### config.mk
export PLATFORM = sky130hd
export DESIGN_NAME = img_line_feeder
export DESIGN_NICKNAME = d
export VERILOG_FILES = /design/src/rtl/img_feed_pkg.sv /design/src/rtl/img_req_queue.sv /design/src/rtl/img_line_feeder.sv
export SDC_FILE = /design/constraint.sdc
export NUM_CORES = 1
export LEC_CHECK = 0
export ABC_AREA = 0
export CORE_AREA = 2 2 60 62
export CTS_CLUSTER_SIZE = 25
export DETAILED_ROUTE_END_ITERATION = 8
export DIE_AREA = 0 0 62 64
export PLACE_DENSITY = 0.78
export SYNTH_ARGS = -nofsm -noshare
export SYNTH_HDL_FRONTEND = slang
export SYNTH_SLANG_ARGS = --single-unit
### constraint.sdc
create_clock -name axi_clk -period 2.7 [get_ports axi_clk]
set_clock_uncertainty 0.1 [all_clocks]
set_input_delay 0.54 -clock axi_clk [delete_from_list [all_inputs] [get_ports axi_clk]]
set_output_delay 0.54 -clock axi_clk [all_outputs]
set_load 0.01 [all_outputs]
### src/rtl/img_feed_pkg.sv
// Shared state encoding and counter sizing helper for the image line feeder.
package img_feed_pkg;

  typedef enum logic [2:0] {
    StIdle,
    StPrime,
    StWaitReq,
    StLine,
    StPad,
    StDone
  } feed_state_e;

  // Bits needed to hold any value in 0..max_val (never less than one).
  function automatic int unsigned cnt_w(input int unsigned max_val);
    return (max_val < 2) ? 1 : $clog2(max_val + 1);
  endfunction

endpackage

### src/rtl/img_req_queue.sv
// Line-request queue: rising-edge detect on the core interrupt feeding a
// saturating pending counter that the feeder drains one request at a time.
module img_req_queue import img_feed_pkg::*; #(
  parameter int unsigned Depth = 3
) (
  input  logic clk_i,
  input  logic rst_ni,
  input  logic intr_i,
  input  logic consume_i,
  input  logic clr_i,
  output logic pending_o,
  output logic drop_o
);

  localparam int unsigned CntW = cnt_w(Depth);
  localparam logic [CntW-1:0] CntMax = CntW'(Depth);

  logic            intr_q;
  logic            rise;
  logic [CntW-1:0] cnt_q, cnt_d;

  assign rise = intr_i & ~intr_q;

  // A rise and a consume in the same cycle cancel out.
  always_comb begin
    cnt_d  = cnt_q;
    drop_o = 1'b0;
    if (clr_i) begin
      cnt_d = '0;
    end else if (rise && !consume_i) begin
      if (cnt_q == CntMax) begin
        drop_o = 1'b1;
      end else begin
        cnt_d = cnt_q + CntW'(1);
      end
    end else if (consume_i && !rise && cnt_q != '0) begin
      cnt_d = cnt_q - CntW'(1);
    end
  end

  always_ff @(posedge clk_i) begin
    if (!rst_ni) begin
      intr_q <= 1'b0;
      cnt_q  <= '0;
    end else begin
      intr_q <= intr_i;
      cnt_q  <= cnt_d;
    end
  end

  assign pending_o = (cnt_q != '0);

endmodule

### src/rtl/img_line_feeder.sv
// Streams a frame into the image core line by line, gated by its line-request interrupt.
// Optional FEED_STATS_EN adds a stall-cycle counter and a sticky request-overflow flag.
module img_line_feeder import img_feed_pkg::*; #(
  parameter int unsigned PIX_W       = 8,
  parameter int unsigned IMG_W       = 512,
  parameter int unsigned IMG_H       = 512,
  parameter int unsigned PRIME_LINES = 4,
  parameter int unsigned PAD_LINES   = 2,
  parameter int unsigned REQ_DEPTH   = 3
) (
  input  logic                                axi_clk,
  input  logic                                axi_rst,
  input  logic                                i_start,
  input  logic [PIX_W-1:0]                    i_src_data,
  input  logic                                i_src_valid,
  output logic                                o_src_ready,
  output logic [PIX_W-1:0]                    o_pix_data,
  output logic                                o_pix_valid,
  input  logic                                i_pix_ready,
  input  logic                                i_intr,
  output logic                                o_busy,
  output logic                                o_done,
  output logic [cnt_w(IMG_H+PAD_LINES)-1:0]   o_line_cnt
`ifdef FEED_STATS_EN
  ,
  output logic [31:0]                         o_stall_cnt,
  output logic                                o_req_ovf
`endif
);

  localparam int unsigned LineW = cnt_w(IMG_H + PAD_LINES);
  localparam int unsigned ColW  = cnt_w(IMG_W - 1);

  localparam logic [ColW-1:0]  ColLast  = ColW'(IMG_W - 1);
  localparam logic [LineW-1:0] PrimeEnd = LineW'(PRIME_LINES);
  localparam logic [LineW-1:0] ImgEnd   = LineW'(IMG_H);
  localparam logic [LineW-1:0] FrameEnd = LineW'(IMG_H + PAD_LINES);

  if (PRIME_LINES > IMG_H) begin : g_prime_check
    $error("img_line_feeder: PRIME_LINES must not exceed IMG_H");
  end

  feed_state_e      state_q, state_d;
  logic [ColW-1:0]  col_q, col_d;
  logic [LineW-1:0] line_q, line_d;
  logic             line_end;
  logic             consume;
  logic             start_clr;
  logic             req_pending;
  logic             req_drop;

  img_req_queue #(
    .Depth (REQ_DEPTH)
  ) u_req_queue (
    .clk_i     (axi_clk),
    .rst_ni    (axi_rst),
    .intr_i    (i_intr),
    .consume_i (consume),
    .clr_i     (start_clr),
    .pending_o (req_pending),
    .drop_o    (req_drop)
  );

  always_comb begin
    state_d     = state_q;
    col_d       = col_q;
    line_d      = line_q;
    line_end    = 1'b0;
    consume     = 1'b0;
    start_clr   = 1'b0;
    o_pix_data  = '0;
    o_pix_valid = 1'b0;
    o_src_ready = 1'b0;
    o_done      = 1'b0;

    if (state_q inside {StPrime, StLine}) begin
      o_pix_data  = i_src_data;
      o_pix_valid = i_src_valid;
      o_src_ready = i_pix_ready;
    end else if (state_q == StPad) begin
      o_pix_valid = 1'b1;
    end

    if (o_pix_valid && i_pix_ready) begin
      if (col_q == ColLast) begin
        col_d    = '0;
        line_d   = line_q + LineW'(1);
        line_end = 1'b1;
      end else begin
        col_d = col_q + ColW'(1);
      end
    end

    unique case (state_q)
      StIdle: begin
        if (i_start) begin
          start_clr = 1'b1;
          col_d     = '0;
          line_d    = '0;
          state_d   = (PRIME_LINES == 0) ? StWaitReq : StPrime;
        end
      end
      StPrime: begin
        if (line_end && line_d == PrimeEnd) begin
          if (PRIME_LINES < IMG_H) state_d = StWaitReq;
          else if (PAD_LINES > 0)  state_d = StPad;
          else                     state_d = StDone;
        end
      end
      StWaitReq: begin
        if (req_pending) begin
          consume = 1'b1;
          if (line_q < ImgEnd)        state_d = StLine;
          else if (line_q < FrameEnd) state_d = StPad;
          else                        state_d = StDone;
        end
      end
      // The final line of the frame finishes it without waiting for another request.
      StLine: begin
        if (line_end) begin
          state_d = (line_d == ImgEnd && PAD_LINES == 0) ? StDone : StWaitReq;
        end
      end
      StPad: begin
        if (line_end) begin
          state_d = (line_d == FrameEnd) ? StDone : StWaitReq;
        end
      end
      StDone: begin
        o_done  = 1'b1;
        state_d = StIdle;
      end
      default: state_d = StIdle;
    endcase
  end

  always_ff @(posedge axi_clk) begin
    if (!axi_rst) begin
      state_q <= StIdle;
      col_q   <= '0;
      line_q  <= '0;
    end else begin
      state_q <= state_d;
      col_q   <= col_d;
      line_q  <= line_d;
    end
  end

  assign o_busy     = (state_q != StIdle);
  assign o_line_cnt = line_q;

`ifdef FEED_STATS_EN
  logic [31:0] stall_q;
  logic        ovf_q;

  always_ff @(posedge axi_clk) begin
    if (!axi_rst || start_clr) begin
      stall_q <= '0;
      ovf_q   <= 1'b0;
    end else begin
      if (o_pix_valid && !i_pix_ready && stall_q != '1) stall_q <= stall_q + 32'd1;
      if (req_drop) ovf_q <= 1'b1;
    end
  end

  assign o_stall_cnt = stall_q;
  assign o_req_ovf   = ovf_q;
`else
  logic unused_req_drop;
  assign unused_req_drop = req_drop;
`endif

endmodule
Fig. 1: supply network
The bar under the picture is 20 um long. Pins as bars on the die edge.
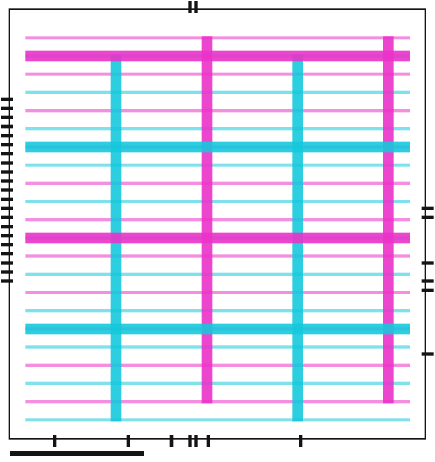
net	colour
VSS	cyan
VDD	magenta
signal pins	36
rows	21
met5 straps	4
met4 straps	4
Peak supply drop: 240 uV
standard cell core area: 3280 um^2
height of the chip: 64 um

Fig. 2: cell classes on the final placement
The bar under the picture is 20 um long.
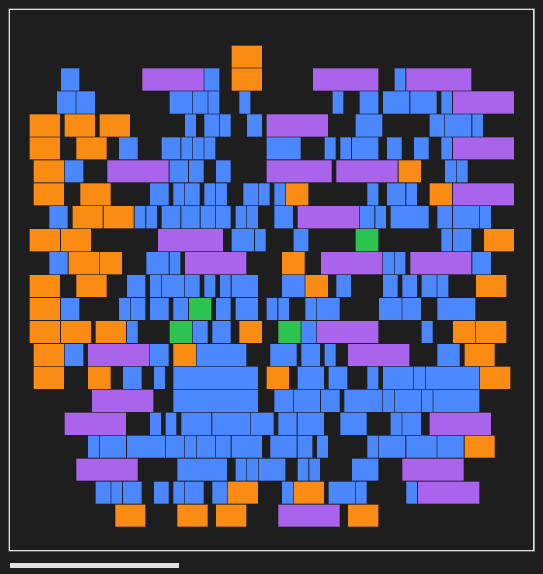
class	colour	cells
flops	purple	25
clock drivers and dummy loads	green	4
other buffers and delay cells	orange	46
combinational and other logic	blue	178
final design area excluding fillers: 2130 um^2
utilization after layout: 64.9%

==> results_tabular.tex <==
% Generated from flow reports
\begin{tabular}{lr}
\hline
Metric & Value \\
\hline
\multicolumn{2}{l}{\textbf{Outcome}} \\
Outcome & completed \\
\multicolumn{2}{l}{\textbf{GRT}} \\
Largest net degree at the start of global routing & 16 \\
Global routing usage on met3 & 5.47\% \\
Number of global-route vias before repair & 1,517 \\
Most crowded layer after global routing & met2 \\
Met1 usage in global routing & 28.7\% \\
Global-route total usage across every layer & 20.9\% \\
\multicolumn{2}{l}{\textbf{Layout}} \\
Fillers & 296 \\
Sequential Area & 505 um\^{}2 \\
Final clock-cell share & 1.41\% \\
Top logic cells by instance count in the layout & clkdlybuf4s50\_1 (35), nor2\_1 (34), nand2\_1 (28) \\
Combinational share of cell area & 51.2\% \\
Clock tree buffer count of the final layout & 3 \\
Signal buffers share of area & 20.3\% \\
Area Growth Syn to Fin & 32.2\% \\
Non-clock buffer count in the final layout & 46 \\
Count of inverters not on the clock network in the layout & 4 \\
Number of sequential storage elements & 25 \\
Antenna diodes & 0 \\
Most common logic cell in the routed design & clkdlybuf4s50\_1 \\
Share of final-layout standard cells stronger than drive strength 1 & 12.6\% \\
Top cell class by occupied area & multi-input combinational cells \\
Multi-input combinational cell area & 1090 um\^{}2 \\
\multicolumn{2}{l}{\textbf{Setup path}} \\
Arrival time worst endpoint & 1.98 ns \\
Top fanout value on the critical path & 10 \\
Depth of the worst register-to-register path & 12 \\
Startpoint types & flip-flop \\
Endpoint of the worst setup timing path & o\_pix\_valid \\
Critical path data required time & 2.06 ns \\
\multicolumn{2}{l}{\textbf{Timing}} \\
Worst-case headroom to the max-slew limit & 62.1\% \\
Post-Route Hold Slack & 0.401 ns \\
Setup\_tns & 0 ns \\
Highest clock frequency the design can meet & 0.382 GHz \\
Portion of the clock cycle consumed by the worst path in the final layout & 96.9\% \\
Worst-margin pin slew & 0.567 ns \\
\multicolumn{2}{l}{\textbf{Pwr}} \\
Total power density per cell area & 317 nW/um\^{}2 \\
Switching share of power & 27.3\% \\
Group drawing the most power & sequential cells \\
Sequential power & 0.000379 W \\
Relative contribution of combinational cells to total power & 17.0\% \\
P\_leak & 0.736 nW \\
\multicolumn{2}{l}{\textbf{Logic synthesis}} \\
Number of nets in the synthesized netlist & 230 \\
XOR-XNOR Cells, Area Fraction & 8.69\% \\
Post-synthesis chip area from yosys & 1610 um\^{}2 \\
Sequential cell area fraction in the yosys report & 31.0\% \\
Share of Yosys cell area claimed by the top area cell type & 31.0\% \\
Area fraction in mux cells & 1.86\% \\
AND/OR/NAND/NOR Cells, Area Fraction & 36.4\% \\
Commonest flop & dfxtp\_1 \\
Syn Area/Cell & 7.61 um\^{}2 \\
Number of unique standard cell types used by synthesis & 39 \\
Registers, synthesis & 25 \\
Cell types occupying the most area after synthesis & dfxtp\_1 (31\%), nor2\_1 (8.4\%), nand2\_1 (6.5\%) \\
Yosys cell count & 212 \\
Tally of yosys warning messages & 0 \\
\multicolumn{2}{l}{\textbf{Route}} \\
Routed length on met1 & 1770 um \\
Detail Route met3 WL & 279 um \\
Total DRC errors in the routed layout & 0 \\
First-pass DRT Iterations & 4 \\
Antenna viol nets, final & 0 \\
Top layer reached by signal wires & met4 \\
Average via count per standard cell & 5.32 \\
Met2 routed WL & 1810 um \\
\multicolumn{2}{l}{\textbf{Run}} \\
Tally of OpenROAD warnings & 27 \\
\multicolumn{2}{l}{\textbf{Min path}} \\
Hold Crit Start & col\_q[8]\$\_SDFF\_PN0\_ \\
\multicolumn{2}{l}{\textbf{Placed design}} \\
Routability cong. & 0.816 \\
Placed instance area & 2060 um\^{}2 \\
\multicolumn{2}{l}{\textbf{Floorplan}} \\
Core Density at Floorplan & 49.1\% \\
Area of the chip & 3970 um\^{}2 \\
Die Width & 62 um \\
Tap Count & 46 \\
\hline
\end{tabular}
Fig. 3: clock network drawn from the DEF
The bar under the picture is 20 um long.
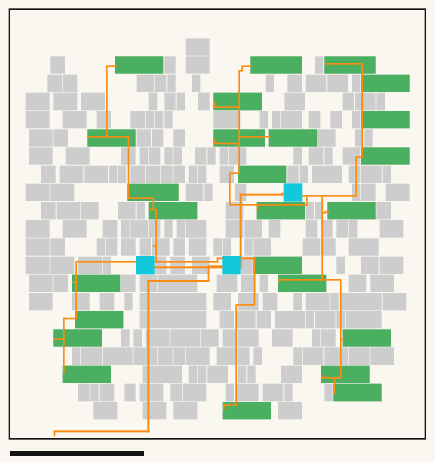
[clock wires] orange | length: 330 um
[flip-flops] green | count: 25
[clock drivers] cyan | count: 3
flops lie	spread over the die
routed clock nets	4
Clock Power: 0.000181 W
Latency at later pin: 0.33 ns
Clock power frac: 26.9%

## metrics by stage
stage	std cells	worst slack [ns]	power [W]	util, %
floorplan	212	0.231	0.000436	-
global placement	295	0.0689	0.000498	62.7
detailed placement	295	0.0140	0.000500	62.7
CTS	299	0.0305	0.000680	63.9
global route	299	0.00932	0.000715	64.9
finish	299	0.0839	0.000675	64.9
## critical path, cell delays in order, from the launching register on
cell             delay [ns]
dfxtp_2                0.46
or3b_4                 0.49
nand2_1                0.15
clkdlybuf4s50_1        0.55
## registers in the layout, summed over array words and instances, names as in the netlist
register and flops:
state_q 3, u_req_queue.intr_q 1, col_q 9, u_req_queue.cnt_q 2
o_line_cnt 10
Power figures rest on the tool's default switching activity, not on a simulated workload.
